--- src/rtl/mmapkron_pkg.sv ---
// Shared mMapKron definitions: the QTree_Bool_t word and the input framer FSM states.
package mmapkron_pkg;
   localparam int DATA_W = 67;

   typedef logic [DATA_W-1:0] qtree_bool_t;

   typedef enum logic [1:0] {
      RECV  = 2'd0,
      DRAIN = 2'd1,
      DONE  = 2'd2
   } framer_state_e;
endpackage

--- src/rtl/qtree_fifo.sv ---
// First-word fall-through FIFO; pointers carry one extra wrap bit so full and empty differ.
module qtree_fifo #(
   parameter int WIDTH = 68,
   parameter int DEPTH = 16
) (
   input  logic                       aclk,
   input  logic                       aresetn,
   input  logic                       push,
   input  logic                       pop,
   input  logic [WIDTH-1:0]           wdata,
   output logic [WIDTH-1:0]           rdata,
   output logic                       full,
   output logic                       empty,
   output logic [$clog2(DEPTH):0]     level
);
   localparam int AW = $clog2(DEPTH);
   localparam logic [AW:0] PTR_ONE = (AW+1)'(1);

   logic [AW:0]      wr_ptr;
   logic [AW:0]      rd_ptr;
   logic [WIDTH-1:0] mem [DEPTH];
   logic             do_push;
   logic             do_pop;

   assign do_push = push && !full;
   assign do_pop  = pop && !empty;
   assign empty   = (wr_ptr == rd_ptr);
   assign full    = (wr_ptr[AW] != rd_ptr[AW]) && (wr_ptr[AW-1:0] == rd_ptr[AW-1:0]);
   assign level   = wr_ptr - rd_ptr;
   assign rdata   = mem[rd_ptr[AW-1:0]];

   // Read/write pointers, advanced only on legal push/pop.
   always_ff @(posedge aclk or negedge aresetn) begin
      if (!aresetn) begin
         wr_ptr <= {(AW+1){1'b0}};
         rd_ptr <= {(AW+1){1'b0}};
      end else begin
         if (do_push) wr_ptr <= wr_ptr + PTR_ONE;
         if (do_pop)  rd_ptr <= rd_ptr + PTR_ONE;
      end
   end

   // Storage array; contents are not reset, stale entries are unreachable once pointers clear.
   always_ff @(posedge aclk) begin
      if (do_push) mem[wr_ptr[AW-1:0]] <= wdata;
   end
endmodule

--- src/rtl/qtree_input_framer.sv ---
// Buffers a frame of NUM_OPS operand matrices for mMapKron, counting words per operand
// and pulsing frame_done once the frame's final word has left the FIFO.
module qtree_input_framer #(
   parameter int DATA_W  = mmapkron_pkg::DATA_W,
   parameter int DEPTH   = 16,
   parameter int NUM_OPS = 2,
   parameter int CNT_W   = 16
) (
   input  logic                     aclk,
   input  logic                     aresetn,
   input  logic [DATA_W-1:0]        s_tdata,
   input  logic                     s_tvalid,
   input  logic                     s_tlast,
   output logic                     s_tready,
   output logic [DATA_W-1:0]        m_tdata,
   output logic                     m_tvalid,
   output logic                     m_tlast,
   input  logic                     m_tready,
   output logic [NUM_OPS*CNT_W-1:0] op_len,
   output logic                     frame_done,
   output logic                     len_ovf
);
   import mmapkron_pkg::*;

   localparam int AW    = $clog2(DEPTH);
   localparam int IDX_W = (NUM_OPS > 1) ? $clog2(NUM_OPS) : 1;
   localparam logic [IDX_W-1:0] LAST_IDX = IDX_W'(NUM_OPS - 1);
   localparam logic [IDX_W-1:0] IDX_ONE  = IDX_W'(1);
   localparam logic [CNT_W-1:0] CNT_MAX  = {CNT_W{1'b1}};
   localparam logic [CNT_W-1:0] CNT_ONE  = CNT_W'(1);
   localparam logic [AW:0]      LVL_ONE  = (AW+1)'(1);

   framer_state_e                  state;
   framer_state_e                  state_nxt;
   logic [IDX_W-1:0]               idx;
   logic [CNT_W-1:0]               word_cnt;
   logic [CNT_W-1:0]               cnt_inc;
   logic [NUM_OPS-1:0][CNT_W-1:0]  op_len_q;
   logic                           run;
   logic                           push;
   logic                           pop;
   logic                           full;
   logic                           empty;
   logic [AW:0]                    level;
   logic [DATA_W:0]                head;

   // run holds s_tready low through reset and for the cycle in which reset is released.
   assign s_tready = run && !full && (state == RECV);
   assign m_tvalid = !empty;
   assign m_tdata  = head[DATA_W-1:0];
   assign m_tlast  = !empty && head[DATA_W];
   assign push     = s_tvalid && s_tready;
   assign pop      = m_tvalid && m_tready;
   assign cnt_inc  = (word_cnt == CNT_MAX) ? CNT_MAX : (word_cnt + CNT_ONE);
   assign op_len   = op_len_q;

   qtree_fifo #(
      .WIDTH (DATA_W + 1),
      .DEPTH (DEPTH)
   ) u_fifo (
      .aclk    (aclk),
      .aresetn (aresetn),
      .push    (push),
      .pop     (pop),
      .wdata   ({s_tlast, s_tdata}),
      .rdata   (head),
      .full    (full),
      .empty   (empty),
      .level   (level)
   );

   // Next-state decode: frame ends when the final tlast pops with nothing left behind it.
   always_comb begin
      state_nxt = state;
      case (state)
         RECV: begin
            if (push && s_tlast && (idx == LAST_IDX)) state_nxt = DRAIN;
            else                                      state_nxt = RECV;
         end
         DRAIN: begin
            if (pop && m_tlast && (level == LVL_ONE)) state_nxt = DONE;
            else                                      state_nxt = DRAIN;
         end
         DONE:    state_nxt = RECV;
         default: state_nxt = RECV;
      endcase
   end

   // State register, operand bookkeeping and status flags.
   always_ff @(posedge aclk or negedge aresetn) begin
      if (!aresetn) begin
         state      <= RECV;
         run        <= 1'b0;
         idx        <= {IDX_W{1'b0}};
         word_cnt   <= {CNT_W{1'b0}};
         op_len_q   <= {(NUM_OPS*CNT_W){1'b0}};
         len_ovf    <= 1'b0;
         frame_done <= 1'b0;
      end else begin
         run        <= 1'b1;
         state      <= state_nxt;
         frame_done <= (state_nxt == DONE);
         if (state == DONE) begin
            idx <= {IDX_W{1'b0}};
         end else if (push) begin
            if (s_tlast) begin
               op_len_q[idx] <= cnt_inc;
               word_cnt      <= {CNT_W{1'b0}};
               idx           <= (idx == LAST_IDX) ? {IDX_W{1'b0}} : (idx + IDX_ONE);
            end else begin
               word_cnt <= cnt_inc;
            end
            if (cnt_inc == CNT_MAX) len_ovf <= 1'b1;
         end
      end
   end
endmodule
--- config.mk ---
export PLATFORM = sky130hd
export DESIGN_NAME = qtree_input_framer
export DESIGN_NICKNAME = d
export VERILOG_FILES = /design/src/rtl/mmapkron_pkg.sv /design/src/rtl/qtree_fifo.sv /design/src/rtl/qtree_input_framer.sv
export SDC_FILE = /design/constraint.sdc
export NUM_CORES = 1
export LEC_CHECK = 0
export CORE_MARGIN = 1
export CORE_UTILIZATION = 38
export DETAILED_ROUTE_END_ITERATION = 12
export PLACE_DENSITY = 0.5
export SYNTH_ARGS = -nofsm -noshare
export SYNTH_HDL_FRONTEND = slang
export SYNTH_SLANG_ARGS = --single-unit
--- constraint.sdc ---
create_clock -name aclk -period 5.1 [get_ports aclk]
set_input_delay 1.53 -clock aclk [delete_from_list [all_inputs] [get_ports aclk]]
set_output_delay 1.53 -clock aclk [all_outputs]
set_load 0.005 [all_outputs]
==> deck_impl_summary.md <==
Run Summary

Setup path
  • CP arrival: 3360 ps
  • Worst reg-to-reg setup slack: 1300 ps
  • Crit path max fanout: 62
  • FF-to-FF Start: u_fifo.rd_ptr[0]
  • Crit path capture type: output pin
  • Critical path origin: u_fifo.rd_ptr[0]
  • Setup Crit Path Kind: reg -> out
  • End point of the critical path: m_tdata[44]
  • Crit path required time: 3570 ps
  • Reg2Reg Depth: 9

Drt
  • Final wirelength: 105,000 um
  • Vias: 20,100
  • DR WL/cell: 28.0 um
  • TritonRoute pass-1 iters: 5
  • Number of routed nets with antenna violations: 0
  • Drt drc: 0
  • Via-to-Cell Ratio: 5.37
  • Initial DRC count: 1,747

Placement
  • Final GP Congestion: 0.745
  • DP HPWL: 55,600 um
  • Area after DPL: 48,200 um2
  • Port Buffer Count: 175

Floorplan
  • Fp util: 38.4%
  • Chip area: 117,000 um2
  • Core ar.: 114,000 um2
  • Io pins: 176
  • N_taps: 1,512
  • Row Count: 124
  • Die Width: 342 um

Hold path
  • Hold Path Depth: 1
  • Min-delay src: state[1]
  • Type of the worst min-delay path: reg -> reg
  • Hold EP: state[1]

STA
  • Slew Limit Fails: 0
  • Minimum clock period: 4890 ps
  • Period utilisation layout: 95.9%
  • Fin. Hold Viols: 0
  • Slew headroom: 35.4%
  • Setup_tns: 0 ps

Power
  • Flop pwr share: 40.1%
  • Pwr/cell area: 526 nW/um2
  • Sw Share: 26.4%
  • Combinational share of power: 28.2%
  • VDD IR max: 397 uV
  • Top Consumer: sequential cells
  • Int Power: 20.2 mW
  • Leak: 16.5 nW
  • Net Sw Power: 7.27 mW

Finish
  • Count of multi-input gates: 585
  • Dominant class by area: sequential cells
  • Buffer share of cell area: 5.53%
  • Seq/total area: 65.6%
  • Clock buffers: 151
  • Post-route design area: 52,300 um2
  • Layout cells sized above 1: 27.7%
  • Clock-cell share of area: 7.55%
  • Buffers, non-clock: 257
  • Antenna cells: 1
  • Syn-to-layout area delta: 19.1%
  • Invs w/o clock: 12
  • Logic share of the area: 17.6%
  • Filler Cell Count: 9,419
  • # nets final: 2,212

Synth
  • Share of flip-flops with an asynchronous set or reset: 5.56%
  • Cell Type Count: 49
  • Yosys chip area: 43,900 um2
  • Yosys cell count: 1,845
  • Nets at Floorplan: 1,928
  • Dominant Register Cell: edfxtp_1
  • Post-synthesis sequential area ratio: 78.1%
  • Synth warnings: 0
  • Post-synth EDFFs: 1,088

GRT
  • GRT Total Usage: 18.2%
  • Antenna violations before repair: 11
  • Largest net degree at the start of global routing: 71
  • Number of global-route vias before repair: 21,500
  • First-pass GRT wire length: 153,000 um

Clock tree
  • Hold Buf Count CTS: 0
  • CTS tree: done
  • CTS sink count: 1,152
  • CTS Root Cell: clkbuf_16
  • H-tree lvl count: 3
  • Reg clk slew, reported paths: 60 ps

Status
  • Status: completed

Flow run
  • # Max-Cap Violations: 0
worst max-delay path: stages, from the launching register on:
cell and delay [ps]:
dfrtp_4 440, buf_12 150, buf_16 370, mux4_2 570, mux4_2 530, clkdlybuf4s50_1 490
registers in the layout (all words and copies together), names as in the netlist:
| signal | count |
|---|---|
| run | 1 |
| state | 2 |
| frame_done | 1 |
| u_fifo.wr_ptr | 5 |
| u_fifo.rd_ptr | 5 |
| len_ovf | 1 |
| word_cnt | 16 |
| idx | 1 |
| u_fifo.mem | 1088 |
| op_len | 32 |
synthesized netlist by cell type, drive strengths merged (2+ instances only):
library cell | n | area, um2
o22ai | 2 | 12.5
edfxtp | 1088 | 32700
a2bb2oi | 2 | 17.5
a31o | 2 | 17.5
mux2i | 3 | 30.0
o21ai | 40 | 200
a31oi | 7 | 43.8
a21oi | 6 | 30.0
and2 | 16 | 103
nor4 | 6 | 37.5
xnor2 | 15 | 131
and4 | 2 | 17.5
a21o | 2 | 15.0
nand4 | 9 | 56.3
buf | 51 | 253
o22a | 3 | 26.3
nor3 | 5 | 25.0
clkbuf | 45 | 169
ha | 10 | 125
nor2 | 19 | 71.3
nand2b | 3 | 18.8
mux2 | 2 | 22.5
nand2 | 51 | 191
a22o | 2 | 17.5
inv | 12 | 45.1
and3 | 7 | 43.8
mux4 | 340 | 7660
dfrtp | 64 | 1600
nand3 | 12 | 60.1
o41ai | 2 | 17.5
nor3b | 2 | 15.0
xor2 | 5 | 43.8
placed cells by master, fill, tap and decap left out, types with 3 or more instances in the layout:
master           count
bufinv_16           15
and2_1               3
xnor2_1             15
o21ai_1             29
mux2i_1              3
ha_1                10
clkbuf_16          124
clkinv_2            22
a21oi_1              6
buf_12              39
nor4_1               6
buf_4               41
clkdlybuf4s50_1    174
and2_4              13
nand2b_1             3
mux4_2             340
clkinv_1            27
nor2_1              19
inv_1               10
nand4_1              9
and3_1               3
o21ai_0             11
inv_6                4
xor2_1               5
nand3_1             12
nor3_1               5
clkbuf_1            27
dfrtp_4              3
nand2_1             51
o22a_1               3
edfxtp_1          1088
dfrtp_1             61
a31oi_1              7
and3_4               4
clkinvlp_4           6
per-stage QoR:
step	hold WS, ps	setup slack [ps]	total power, mW	util, %	instances
2_1_floorplan	452	603	15.8	-	1845
3_3_place_gp	464	774	19.1	42.2	3512
3_5_place_dp	469	777	19.1	42.2	3512
4_1_cts	481	24.0	27.9	45.6	3737
5_1_grt	500	85.3	28.7	45.7	3743
6_report	480	210	27.5	45.7	3744
kinds of logic after synthesis:
group / after synthesis / synth area share (%)
DFF: 1152 / 78.1
adders and majority gates: 11 / 0.331
xor gates and xnor gates: 20 / 0.399
and+or+nand+nor: 136 / 1.52
AOI/OAI and AO/OA: 72 / 1.01
muxes: 345 / 17.6
other: 1 / 0.00855
buffers and inverters: 108 / 1.06
layer usage:
metal	vias up	wire (um)	global-route usage, %
met5	-	138	0
met4	20	1920	4.69
met3	143	5170	3.32
met2	491	52000	30.0
met1	11000	45800	25.1
li1	8485	-	-
what timing repair did:
| item | 4_1_cts | 5_1_grt |
|---|---|---|
| endpoints found under the setup margin | 0 | 13 |
| setup buffers | 0 | 6 |
| resized | 0 | 2 |
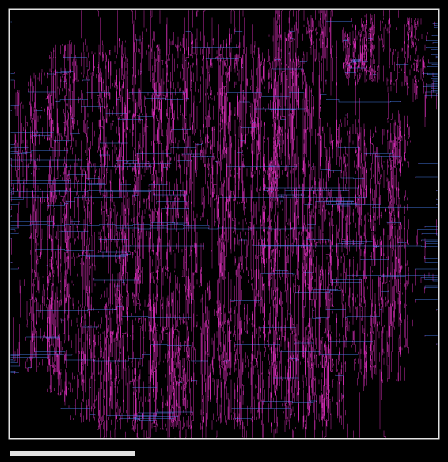
Figure 1: wiring by layer.
Scale bar: 100 um. Two of the layers only.
Key: M2 = magenta [wire length 52.0 mm]; M3 = blue [wire length 5,170 um]

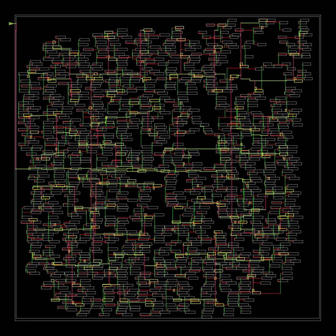
Figure 2: clock wiring as the flow saved it.
Inserted Clock Buffers: 121
registers: 1,152
skew final: 22.1 ps
worst-skew pair later-pin latency: 690 ps

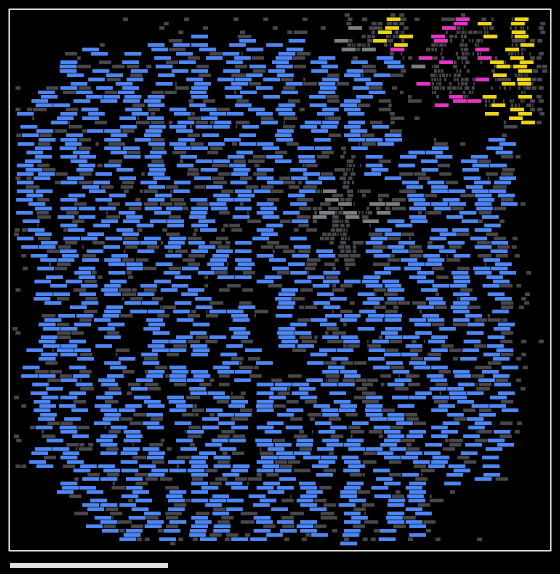
Figure 3: sequential cells colored by netlist name.
Scale bar: 100 um. Other sequential cells in the stronger gray, the rest of the logic in the fainter gray.
Key: op_len = yellow [placed flops 32, where top right]; u_fifo.mem = blue [placed flops 1,088, where all over the die]; word_cnt = magenta [placed flops 16, where top right]
Another 16 sequential cells are not colored.
sequential cell power: 11.0 mW
Reg area: 34,300 um2
final core occ: 45.7%

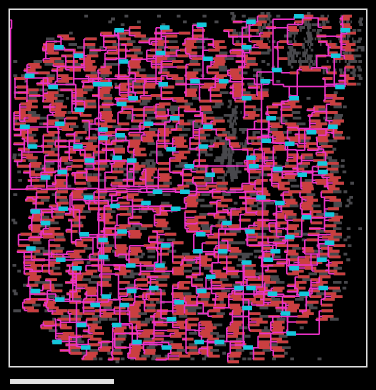
Figure 4: routed clock nets over the placement.
Scale bar: 100 um.
Key: clock-net drivers = cyan [count 121]; clock wires = magenta [length 13,700 um]; flip-flops = red [count 1,152]
There are 122 routed clock nets. Position of the flops: all over the die.
clock power share: 31.7%
Clock group: 8.73 mW

Power and IR drop assume default switching activity.
